==> src/rtl/mcontrol_pkg.sv <==
// Shared encodings for the multicycle main control unit: opcodes, ALU-op codes,
// mux select codes and the controller state enum.
package mcontrol_pkg;

  localparam logic [5:0] OP_R      = 6'b000000;
  localparam logic [5:0] OP_LW     = 6'b100011;
  localparam logic [5:0] OP_SW     = 6'b101011;
  localparam logic [5:0] OP_BEQ    = 6'b000100;
  localparam logic [5:0] OP_J      = 6'b000010;
  localparam logic [5:0] OP_IMM    = 6'b001101;
  localparam logic [5:0] OP_BLEZAL = 6'b010110;
  localparam logic [5:0] OP_BRV    = 6'b010100;

  localparam logic [2:0] ALUOP_ADD = 3'b000;
  localparam logic [2:0] ALUOP_SUB = 3'b001;
  localparam logic [2:0] ALUOP_IMM = 3'b011;
  localparam logic [2:0] ALUOP_RT  = 3'b100;
  localparam logic [2:0] ALUOP_BRV = 3'b111;

  localparam logic [1:0] SRCB_B     = 2'b00;
  localparam logic [1:0] SRCB_4     = 2'b01;
  localparam logic [1:0] SRCB_IMM   = 2'b10;
  localparam logic [1:0] SRCB_IMMSH = 2'b11;

  localparam logic [1:0] PCS_ALU    = 2'b00;
  localparam logic [1:0] PCS_ALUOUT = 2'b01;
  localparam logic [1:0] PCS_JUMP   = 2'b10;
  localparam logic [1:0] PCS_A      = 2'b11;

  typedef enum logic [3:0] {
    S_FETCH  = 4'd0,
    S_DECODE = 4'd1,
    S_MEMADR = 4'd2,
    S_MEMRD  = 4'd3,
    S_MEMWB  = 4'd4,
    S_MEMWR  = 4'd5,
    S_RTEXEC = 4'd6,
    S_RTWB   = 4'd7,
    S_ITEXEC = 4'd8,
    S_ITWB   = 4'd9,
    S_BEQ    = 4'd10,
    S_BLEZ   = 4'd11,
    S_LINK   = 4'd12,
    S_BRV    = 4'd13,
    S_JUMP   = 4'd14
  } state_e;

  function automatic logic op_known(input logic [5:0] op);
    return (op == OP_R) || (op == OP_LW) || (op == OP_SW) || (op == OP_BEQ) ||
           (op == OP_J) || (op == OP_IMM) || (op == OP_BLEZAL) || (op == OP_BRV);
  endfunction

endpackage

==> src/rtl/mcontrol_outdec.sv <==
// Combinational output decode of the controller state; the only input-dependent
// terms are mem_ready in FETCH, the branch flags in pcen and the opcode check in DECODE.
module mcontrol_outdec
  import mcontrol_pkg::*;
(
  input  logic [3:0] i_state,
  input  logic [5:0] i_op,
  input  logic       i_mem_ready,
  input  logic       i_zero,
  input  logic       i_alu_neg,
  input  logic       i_taken_q,
  output logic       o_pcen,
  output logic       o_iord,
  output logic       o_memread,
  output logic       o_memwrite,
  output logic       o_irwrite,
  output logic       o_memtoreg,
  output logic       o_regdst,
  output logic       o_link,
  output logic       o_regwrite,
  output logic       o_alusrca,
  output logic [1:0] o_alusrcb,
  output logic [1:0] o_pcsource,
  output logic [2:0] o_aluop,
  output logic       o_illegal
);

  always_comb begin
    o_pcen     = 1'b0;
    o_iord     = 1'b0;
    o_memread  = 1'b0;
    o_memwrite = 1'b0;
    o_irwrite  = 1'b0;
    o_memtoreg = 1'b0;
    o_regdst   = 1'b0;
    o_link     = 1'b0;
    o_regwrite = 1'b0;
    o_alusrca  = 1'b0;
    o_alusrcb  = SRCB_B;
    o_pcsource = PCS_ALU;
    o_aluop    = ALUOP_ADD;
    o_illegal  = 1'b0;
    case (i_state)
      S_FETCH: begin
        o_memread = 1'b1;
        o_alusrcb = SRCB_4;
        o_irwrite = i_mem_ready;
        o_pcen    = i_mem_ready;
      end
      S_DECODE: begin
        o_alusrcb = SRCB_IMMSH;
        o_illegal = !op_known(i_op);
      end
      S_MEMADR: begin
        o_alusrca = 1'b1;
        o_alusrcb = SRCB_IMM;
      end
      S_MEMRD: begin
        o_memread = 1'b1;
        o_iord    = 1'b1;
      end
      S_MEMWB: begin
        o_regwrite = 1'b1;
        o_memtoreg = 1'b1;
      end
      S_MEMWR: begin
        o_memwrite = 1'b1;
        o_iord     = 1'b1;
      end
      S_RTEXEC: begin
        o_alusrca = 1'b1;
        o_aluop   = ALUOP_RT;
      end
      S_RTWB: begin
        o_regwrite = 1'b1;
        o_regdst   = 1'b1;
      end
      S_ITEXEC: begin
        o_alusrca = 1'b1;
        o_alusrcb = SRCB_IMM;
        o_aluop   = ALUOP_IMM;
      end
      S_ITWB: o_regwrite = 1'b1;
      S_BEQ, S_BLEZ: begin
        o_alusrca  = 1'b1;
        o_aluop    = ALUOP_SUB;
        o_pcsource = PCS_ALUOUT;
        o_pcen     = (i_state == S_BEQ) ? i_zero : (i_zero | i_alu_neg);
      end
      // LINK is only reachable after a taken blezal; taken_q keeps it that way.
      S_LINK: begin
        o_regwrite = i_taken_q;
        o_link     = i_taken_q;
      end
      S_BRV: begin
        o_alusrca  = 1'b1;
        o_aluop    = ALUOP_BRV;
        o_pcsource = PCS_A;
        o_pcen     = 1'b1;
      end
      S_JUMP: begin
        o_pcsource = PCS_JUMP;
        o_pcen     = 1'b1;
      end
      default: ;
    endcase
  end

endmodule

==> src/rtl/mcontrol_fsm.sv <==
// Multicycle MIPS-subset main control: state register, next-state sequencing and
// blezal taken flag; reset forces every output low in the same cycle.
module mcontrol_fsm
  import mcontrol_pkg::*;
#(
  parameter logic [4:0] LINK_REG = 5'd31
) (
  input  logic       i_clk,
  input  logic       i_reset,
  input  logic [5:0] i_op,
  input  logic       i_zero,
  input  logic       i_alu_neg,
  input  logic       i_mem_ready,
  output logic       o_pcen,
  output logic       o_iord,
  output logic       o_memread,
  output logic       o_memwrite,
  output logic       o_irwrite,
  output logic       o_memtoreg,
  output logic       o_regdst,
  output logic       o_link,
  output logic [4:0] o_link_rd,
  output logic       o_regwrite,
  output logic       o_alusrca,
  output logic [1:0] o_alusrcb,
  output logic [1:0] o_pcsource,
  output logic       o_aluop2,
  output logic       o_aluop1,
  output logic       o_aluop0,
  output logic       o_illegal,
  output logic [3:0] o_state
);

  state_e     r_state;
  logic       r_taken_q;
  logic       w_taken;
  logic       w_pcen, w_iord, w_memread, w_memwrite, w_irwrite, w_memtoreg;
  logic       w_regdst, w_link, w_regwrite, w_alusrca, w_illegal;
  logic [1:0] w_alusrcb, w_pcsource;
  logic [2:0] w_aluop;

  assign w_taken = i_zero | i_alu_neg;

  always_ff @(posedge i_clk) begin
    if (i_reset) begin
      r_state   <= S_FETCH;
      r_taken_q <= 1'b0;
    end else begin
      case (r_state)
        S_FETCH:  if (i_mem_ready) r_state <= S_DECODE;
        S_DECODE: begin
          case (i_op)
            OP_LW, OP_SW: r_state <= S_MEMADR;
            OP_R:         r_state <= S_RTEXEC;
            OP_IMM:       r_state <= S_ITEXEC;
            OP_BEQ:       r_state <= S_BEQ;
            OP_BLEZAL:    r_state <= S_BLEZ;
            OP_BRV:       r_state <= S_BRV;
            OP_J:         r_state <= S_JUMP;
            default:      r_state <= S_FETCH;
          endcase
        end
        S_MEMADR: r_state <= (i_op == OP_LW) ? S_MEMRD : S_MEMWR;
        S_MEMRD:  if (i_mem_ready) r_state <= S_MEMWB;
        S_MEMWR:  if (i_mem_ready) r_state <= S_FETCH;
        S_RTEXEC: r_state <= S_RTWB;
        S_ITEXEC: r_state <= S_ITWB;
        S_BLEZ: begin
          r_taken_q <= w_taken;
          r_state   <= w_taken ? S_LINK : S_FETCH;
        end
        default:  r_state <= S_FETCH;
      endcase
    end
  end

  mcontrol_outdec u_outdec (
    .i_state     (r_state),
    .i_op        (i_op),
    .i_mem_ready (i_mem_ready),
    .i_zero      (i_zero),
    .i_alu_neg   (i_alu_neg),
    .i_taken_q   (r_taken_q),
    .o_pcen      (w_pcen),
    .o_iord      (w_iord),
    .o_memread   (w_memread),
    .o_memwrite  (w_memwrite),
    .o_irwrite   (w_irwrite),
    .o_memtoreg  (w_memtoreg),
    .o_regdst    (w_regdst),
    .o_link      (w_link),
    .o_regwrite  (w_regwrite),
    .o_alusrca   (w_alusrca),
    .o_alusrcb   (w_alusrcb),
    .o_pcsource  (w_pcsource),
    .o_aluop     (w_aluop),
    .o_illegal   (w_illegal)
  );

  // Reset must silence the datapath immediately, even mid-instruction.
  assign o_pcen     = w_pcen     & ~i_reset;
  assign o_iord     = w_iord     & ~i_reset;
  assign o_memread  = w_memread  & ~i_reset;
  assign o_memwrite = w_memwrite & ~i_reset;
  assign o_irwrite  = w_irwrite  & ~i_reset;
  assign o_memtoreg = w_memtoreg & ~i_reset;
  assign o_regdst   = w_regdst   & ~i_reset;
  assign o_link     = w_link     & ~i_reset;
  assign o_regwrite = w_regwrite & ~i_reset;
  assign o_alusrca  = w_alusrca  & ~i_reset;
  assign o_illegal  = w_illegal  & ~i_reset;
  assign o_alusrcb  = i_reset ? 2'b00 : w_alusrcb;
  assign o_pcsource = i_reset ? 2'b00 : w_pcsource;
  assign o_aluop2   = w_aluop[2] & ~i_reset;
  assign o_aluop1   = w_aluop[1] & ~i_reset;
  assign o_aluop0   = w_aluop[0] & ~i_reset;
  assign o_link_rd  = i_reset ? 5'd0 : LINK_REG;
  assign o_state    = i_reset ? 4'd0 : r_state;

endmodule

==> config.mk <==
export PLATFORM = sky130hd
export DESIGN_NAME = mcontrol_fsm
export DESIGN_NICKNAME = d
export VERILOG_FILES = /design/src/rtl/mcontrol_pkg.sv /design/src/rtl/mcontrol_outdec.sv /design/src/rtl/mcontrol_fsm.sv
export SDC_FILE = /design/constraint.sdc
export NUM_CORES = 1
export LEC_CHECK = 0
export ABC_AREA = 1
export CAP_MARGIN = 20
export CORE_MARGIN = 2
export CORE_UTILIZATION = 30
export CTS_CLUSTER_DIAMETER = 120
export DETAILED_ROUTE_END_ITERATION = 8
export GPL_TIMING_DRIVEN = 0
export MAX_ROUTING_LAYER = met4
export SYNTH_ARGS = -nofsm -noshare
export SYNTH_HDL_FRONTEND = slang
export SYNTH_SLANG_ARGS = --single-unit
==> constraint.sdc <==
create_clock -name i_clk -period 1.5 [get_ports i_clk]
set_input_delay 0.3 -clock i_clk [delete_from_list [all_inputs] [get_ports i_clk]]
set_output_delay 0.3 -clock i_clk [all_outputs]
set_load 0.01 [all_outputs]
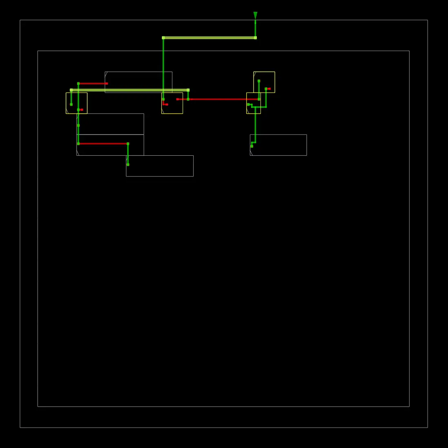
(the clock network)
CTS sink cnt: 5
Power Clock: 0.157 mW
sequential cell count: 5

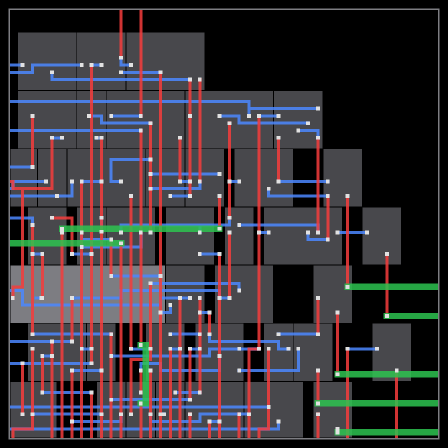
(layout detail)
Region (30, 30) to (50, 50) µm. Cells in grey, sequential cells in the stronger grey; small squares are vias.
colour	layer
green	M3
red	M2
blue	M1
sequential cells in the window	1
most frequent	buf_2 (6), buf_4 (6)
netlist names of flops here include	r_taken_q (1)
cells with their middle in the window	39

==> out/metrics.yaml <==
status: "finished with violations"
violations: "negative setup slack"
core_area_um2: 2230
synth.distinct_cells: 22
cts_root_buf: "clkbuf_4"
layout.nets: 219
startpoint_type: "register"
grt_pass1_wl_um: 4340
swShare_pct: 40.4
end_kind: "primary output"
yosys_area_um2: 719
setup_ws_ns: -0.220
cp.arrival_ns: 1.42
totalWireLength_um: 3000
diodes: 0
fp.dieW_um: 53.0
cts_resized: 131
slew_headroom_pct: 75.7
grt_pass1_vias: 1022
setup_viol: 20
antenna_found_initial: 0
routabilityCongestion: 0.885
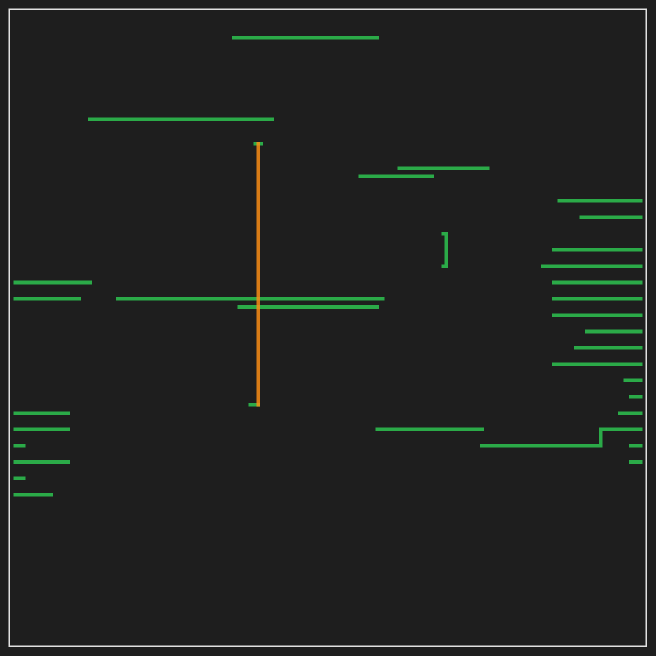
(signal wires by layer)
Drawn at 12 px/µm. Only two layers are drawn.
colour	layer	wire length
green	M3	202 µm
orange	M4	21.8 µm
per-cell routed wire length: 12.8 µm
vias: 1164

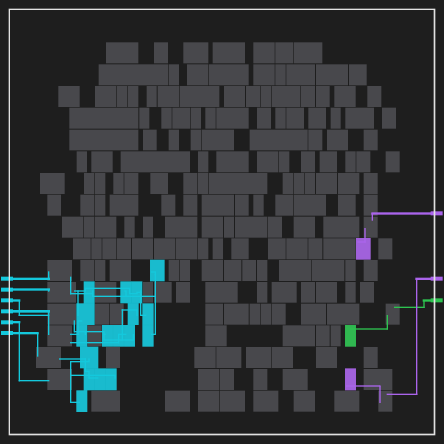
(nets reached from selected ports)
Drawn at 8 px/µm.
colour	port	direction	edge	end cells	buffers	wire
cyan	i_op	input	left	17	6	130 µm
green	o_memwrite	output	right	1	1	11.6 µm
purple	o_pcsource	output	right	2	2	36.8 µm
IO buf count: 37
IO Count: 38

synth_stat cells, drive strengths merged:
library cell	n	share of area (%)
o21bai	1	1.0
inv	21	11
nor4	1	0.87
nor2	33	20
buf	5	5.7
dfxtp	5	14
clkbuf	2	1.0
nand2	29	16
o22ai	1	0.87
a31oi	2	1.7
clkinv	1	0.69
o21ai	6	4.2
nor3	4	2.8
nand3	11	7.7
nand4	3	2.6
a21oi	14	9.7
power by group through the flow:
stage	registers [mW]	clock network (mW)	logic [mW]
4_1_cts	0.159	0.167	0.313
3_3_place_gp	0.156	0	0.288
3_5_place_dp	0.156	0	0.289
5_1_grt	0.154	0.183	0.440
2_1_floorplan	0.153	0	0.165
6_report	0.154	0.157	0.411
cell type report:
| cell class | instances | area (µm²) | share of cell area [%] |
|---|---|---|---|
| buffer | 6 | 57.6 | 4.02 |
| clock buffer | 3 | 22.5 | 1.57 |
| clock inverter | 1 | 5.00 | 0.350 |
| inverter | 22 | 91.3 | 6.38 |
| multi-input combinational | 105 | 607 | 42.4 |
| sequential | 5 | 115 | 8.04 |
| tap | 28 | 35.0 | 2.45 |
| timing repair buffer | 65 | 498 | 34.8 |
logic make-up after synthesis:
logic type / count (synthesis) / share of synthesized area [%]
compound gates: 24 / 17.6
buf+inv: 29 / 18.4
flops: 5 / 13.9
simple gates: 81 / 50.1
routing by layer:
metal	GRT usage [%]	wire length, µm	vias to the layer above
li1	-	-	581
met1	22.8	1220	539
met2	39.6	1560	42
met3	6.21	202	2
met4	4.27	21	0
met5	-	0	-
worst max-delay path: stages (launching register included):
cell	delay (ns)
dfxtp_4	0.39
nor2_4	0.22
buf_6	0.14
nand2_4	0.07
a31oi_1	0.19
buf_2	0.16
sequential cells by signal, indices dropped and copies added, names as in the netlist:
signal     cells
r_state        4
r_taken_q      1
Power figures rest on the tool's default switching activity, not on a simulated workload.
